$ cat src/rtl/tt_selftest_harness.sv
// tt_selftest_harness: LFSR stimulus generator plus MISR response compactor for DUT self-test.
//   Parameters: IN_W stimulus width, OUT_W response width, NUM_VEC vectors per run,
//               LATENCY DUT response latency, STIM_TAPS / MISR_TAPS feedback masks.
//   Ports: clk, rst (async active-high), start (run request), abort (cancel run),
//          expected (golden signature), stim_out (stimulus to DUT), dut_in (DUT response),
//          busy (RUN/DRAIN), done (DONE), pass (signature matched), signature (MISR value).
//   Optional: define SELFTEST_SEED_LOAD_EN to add input seed[IN_W-1:0], sampled on an
//             accepted start; otherwise the LFSR seed is the constant 1.
module tt_selftest_harness #(
  parameter int IN_W = 8,
  parameter int OUT_W = 8,
  parameter int NUM_VEC = 16,
  parameter int LATENCY = 1,
  parameter logic [IN_W-1:0] STIM_TAPS = IN_W'(8'hB8),
  parameter logic [OUT_W-1:0] MISR_TAPS = OUT_W'(8'hB8)
) (
  input  logic             clk,
  input  logic             rst,
  input  logic             start,
  input  logic             abort,
  input  logic [OUT_W-1:0] expected,
`ifdef SELFTEST_SEED_LOAD_EN
  input  logic [IN_W-1:0]  seed,
`endif
  output logic [IN_W-1:0]  stim_out,
  input  logic [OUT_W-1:0] dut_in,
  output logic             busy,
  output logic             done,
  output logic             pass,
  output logic [OUT_W-1:0] signature
);
  localparam logic [1:0] S_IDLE  = 2'd0;
  localparam logic [1:0] S_RUN   = 2'd1;
  localparam logic [1:0] S_DRAIN = 2'd2;
  localparam logic [1:0] S_DONE  = 2'd3;
  localparam int CW = (NUM_VEC > 1) ? $clog2(NUM_VEC) : 1;
  logic [1:0]         r_state;
  logic [1:0]         w_state_next;
  logic [IN_W-1:0]    r_lfsr;
  logic [OUT_W-1:0]   r_misr;
  logic [CW-1:0]      r_cnt;
  logic [CW-1:0]      r_cap;
  logic [LATENCY-1:0] r_dly;
  logic               r_pass;
  logic               w_start;
  logic               w_run;
  logic               w_cap;
  logic [IN_W-1:0]    w_seed;
  logic [IN_W-1:0]    w_lfsr_next;
  logic [OUT_W-1:0]   w_misr_next;
`ifdef SELFTEST_SEED_LOAD_EN
  // A zero seed would lock the LFSR, so it is promoted to 1.
  assign w_seed = (seed == '0) ? IN_W'(1) : seed;
`else
  assign w_seed = IN_W'(1);
`endif
  assign w_start     = start && !abort && (r_state == S_IDLE || r_state == S_DONE);
  assign w_run       = r_state == S_RUN;
  // The oldest delay-line bit marks the cycle whose dut_in answers a RUN vector.
  assign w_cap       = r_dly[LATENCY-1];
  assign w_lfsr_next = (r_lfsr >> 1) ^ (r_lfsr[0] ? STIM_TAPS : '0);
  assign w_misr_next = (r_misr >> 1) ^ (r_misr[0] ? MISR_TAPS : '0) ^ dut_in;
  always_comb begin
    w_state_next = abort ? S_IDLE :
                   w_start ? S_RUN :
                   (w_run && r_cnt == CW'(NUM_VEC - 1)) ? S_DRAIN :
                   (r_state == S_DRAIN && w_cap && r_cap == CW'(NUM_VEC - 1)) ? S_DONE :
                   r_state;
  end
  always_ff @(posedge clk or posedge rst) begin
    if (rst) begin
      r_state <= S_IDLE;
      r_lfsr  <= '0;
      r_misr  <= '0;
      r_cnt   <= '0;
      r_cap   <= '0;
      r_dly   <= '0;
      r_pass  <= 1'b0;
    end else begin
      r_state <= w_state_next;
      if (abort) begin
        r_dly  <= '0;
        r_cnt  <= '0;
        r_cap  <= '0;
        r_pass <= 1'b0;
      end else if (w_start) begin
        r_lfsr <= w_seed;
        r_misr <= '0;
        r_dly  <= '0;
        r_cnt  <= '0;
        r_cap  <= '0;
        r_pass <= 1'b0;
      end else begin
        r_dly <= (r_dly << 1) | LATENCY'(w_run);
        if (w_run) begin
          r_lfsr <= w_lfsr_next;
          r_cnt  <= r_cnt + 1'b1;
        end
        if (w_cap) begin
          r_misr <= w_misr_next;
          r_cap  <= r_cap + 1'b1;
        end
        // The last capture and the move to DONE share an edge, so compare the incoming value.
        if (r_state == S_DRAIN && w_state_next == S_DONE) r_pass <= (w_misr_next == expected);
      end
    end
  end
  assign stim_out  = w_run ? r_lfsr : '0;
  assign busy      = (r_state == S_RUN) || (r_state == S_DRAIN);
  assign done      = r_state == S_DONE;
  assign pass      = r_pass;
  assign signature = r_misr;
endmodule

$ cat config.mk
export PLATFORM = sky130hd
export DESIGN_NAME = tt_selftest_harness
export DESIGN_NICKNAME = d
export VERILOG_FILES = /design/src/rtl/tt_selftest_harness.sv
export SDC_FILE = /design/constraint.sdc
export NUM_CORES = 1
export LEC_CHECK = 0
export CAP_MARGIN = 20
export CORE_UTILIZATION = 38
export DETAILED_ROUTE_END_ITERATION = 8
export DONT_BUFFER_PORTS = 1
export PLACE_DENSITY = 0.59
export SLEW_MARGIN = 30
export SYNTH_ARGS = -nofsm -noshare
export SYNTH_HDL_FRONTEND = slang
export SYNTH_SLANG_ARGS = --single-unit
$ cat constraint.sdc
create_clock -name clk -period 2.19 [get_ports clk]
set_input_delay 0.3285 -clock clk [delete_from_list [all_inputs] [get_ports clk]]
set_output_delay 0.3285 -clock clk [all_outputs]
set_load 0.1 [all_outputs]
**Close-up of the layout**

Region (35, 2) to (65, 32) um. Cells in grey, sequential cells in the stronger grey; small squares are vias.
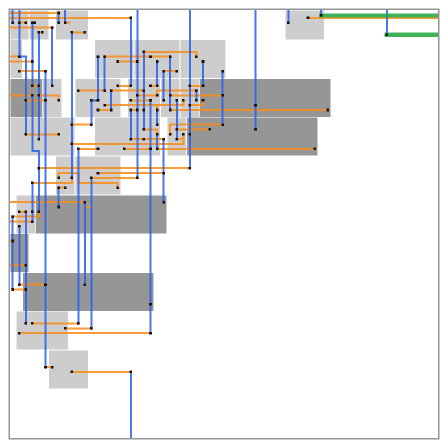
| colour | layer |
|---|---|
| blue | met2 |
| green | met3 |
| orange | met1 |
netlist names of flops here include: r_cnt (4)
cells with their middle in the window: 23
most frequent: nor2_1 (4), dfrtp_1 (4), buf_4 (3)
sequential cells in the window: 4

**Sequential cells coloured by netlist name**

Bar = 20 um. Other sequential cells in the stronger grey, the rest of the logic in the fainter grey.
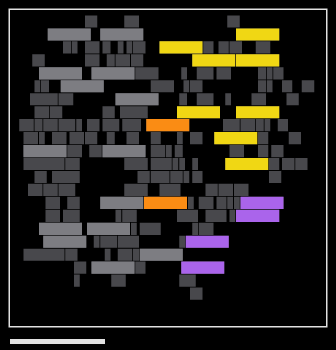
| colour | name in the netlist | placed flops |
|---|---|---|
| yellow | r_lfsr | 8 |
| purple | r_cnt | 4 |
| orange | r_state | 2 |
not coloured: 14
fraction of standard cell area that is sequential: 0.384
sequential cell power: 599 uW
register cell area after layout: 701 um^2
Post-Route Utilization: 0.456

**Cell sizes after repair**

Bar = 20 um.
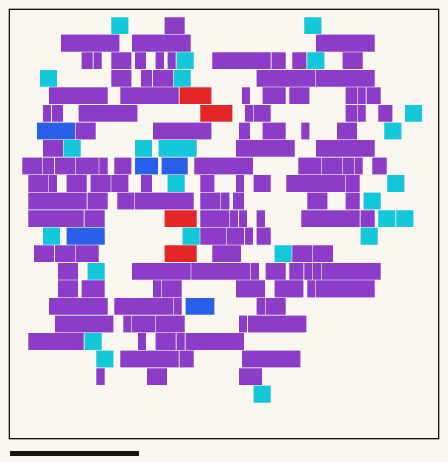
| colour | size | cells | most used |
|---|---|---|---|
| purple | drive 1 or less | 133 | dfrtp_1 |
| blue | drive 2 | 5 | xnor2_2 |
| cyan | drive 3 to 4 | 24 | buf_4 |
| red | drive 6 and up | 4 | clkbuf_8 |

per-layer routing:
metal	GRT usage	vias to the layer above	share of wire
met4	0.0239	0	0.0053
met3	0.0379	2	0.068
met1	0.209	534	0.44
met2	0.249	32	0.48
met5	0	-	0
li1	-	541	-
critical path, delay by kind of cell (launching register included):
kind / cells / cell delay, ns
buf+inv: 3 / 0.56
fa+ha+maj: 1 / 0.15
simple gates: 1 / 0.17
flops: 1 / 0.44
Yosys cell counts, types with 2 or more instances:
library cell	n
sky130_fd_sc_hd__nand4_1	2
sky130_fd_sc_hd__o21ai_0	7
sky130_fd_sc_hd__dfrtp_1	28
sky130_fd_sc_hd__ha_1	5
sky130_fd_sc_hd__o21bai_1	2
sky130_fd_sc_hd__a32o_1	4
sky130_fd_sc_hd__and2_1	9
sky130_fd_sc_hd__nor2_1	11
sky130_fd_sc_hd__o31ai_1	2
sky130_fd_sc_hd__clkbuf_1	3
sky130_fd_sc_hd__xor2_1	4
sky130_fd_sc_hd__mux2i_1	4
sky130_fd_sc_hd__o21ai_1	2
sky130_fd_sc_hd__a22o_1	2
sky130_fd_sc_hd__buf_4	2
sky130_fd_sc_hd__xnor2_1	20
sky130_fd_sc_hd__inv_1	5
sky130_fd_sc_hd__xor3_1	2
sky130_fd_sc_hd__nand2_1	14
sky130_fd_sc_hd__xnor2_2	2
worst max path at each step:
| stage | start | endpoint | slack [ns] | depth (start not counted) |
|---|---|---|---|---|
| after floorplan | signature[5]$_DFFE_PP0P_ | pass$_DFFE_PP0P_ | 0.02 | 4 |
| after global placement | r_state[0]$_DFF_PP0_ | pass$_DFFE_PP0P_ | 0.36 | 6 |
| after detailed placement | r_state[0]$_DFF_PP0_ | pass$_DFFE_PP0P_ | 0.28 | 6 |
| after CTS | r_state[1]$_DFF_PP0_ | stim_out[3] | 0.25 | 5 |
| after global routing | r_state[0]$_DFF_PP0_ | pass$_DFFE_PP0P_ | 0.14 | 6 |
| final | r_state[1]$_DFF_PP0_ | stim_out[3] | 0.27 | 5 |
power groups by stage:
stage / clock network [uW] / registers (uW) / logic [uW]
after floorplan: 0 / 715 / 265
after CTS: 332 / 600 / 453
after global routing: 354 / 607 / 480
after global placement: 0 / 608 / 448
final: 320 / 599 / 448
after detailed placement: 0 / 610 / 452
flip-flops by register name, indices dropped and copies added, names as in the netlist:
name,flops
pass,1
r_state,2
r_dly,1
r_lfsr,8
r_cnt,4
signature,8
r_cap,4
per-stage QoR:
stage | hold WS (ns) | setup WS (ns) | cell area [um^2] | instances
final | -0.00470 | 0.268 | 1830 | 216
after global routing | 0.0319 | 0.135 | 1830 | 216
after CTS | 0.0100 | 0.246 | 1830 | 216
after detailed placement | 0.316 | 0.281 | 1770 | 212
after global placement | 0.310 | 0.361 | 1770 | 212
after floorplan | 0.394 | 0.0197 | 1570 | 145
kinds of logic (layout without fill, tap and decap cells):
family / after synthesis / after routing / share of synthesized area
AOI/OAI and AO/OA: 27 / 27 / 0.135
adders and majority gates: 5 / 5 / 0.0398
muxes: 4 / 4 / 0.0255
and+or+nand+nor: 42 / 42 / 0.134
xor gates and xnor gates: 28 / 28 / 0.185
buffers and inverters: 11 / 32 / 0.0358
DFF: 28 / 28 / 0.446
==> summary.txt <==
yosys + openroad results -> post-synthesis instance area=about 1600 um^2, clock latency reported for the late side of the worst-skew pair=around 0.27 ns, Critical Path Most Common Cell=sky130_fd_sc_hd__buf_4, type of element capturing the critical path=output port, count of unresolved DRC violations after routing=0, H-tree Lvls=1, Non-clock buffers=23, Critical Path Start Type=flop, Routed Wire Length=between 3000 and 4000 um, total number of warnings across the stage logs=28, outcome=complete, but fails checks, TritonCTS buffer count=3, violations in the final reports=negative hold slack, top library cells by usage in the layout, fill and taps aside=sky130_fd_sc_hd__dfrtp_1 (28), sky130_fd_sc_hd__buf_4 (23), sky130_fd_sc_hd__xnor2_1 (20), worst-case hold slack=-0.00470 ns, worst path arrival time=roughly 1.6 ns, CTS tree=yes, FFs & Latches=28, commonest non-fill, non-tap cell in the layout=sky130_fd_sc_hd__dfrtp_1, power density over cell area=roughly 750 nW/um^2, clock group share of total power=0.234, boundary pin count=39, worst reg2reg setup slack=0.27 ns, average cell area after synthesis=~11 um^2, required time at the worst-slack endpoint=1.86 ns, final number of hold-violating endpoints=8, source of the worst register-to-register timing path=r_state[0]$_DFF_PP0_, clock distribution area overhead in the final layout=0.0302
No activity file was given, so power comes from the tool's default toggle rates.
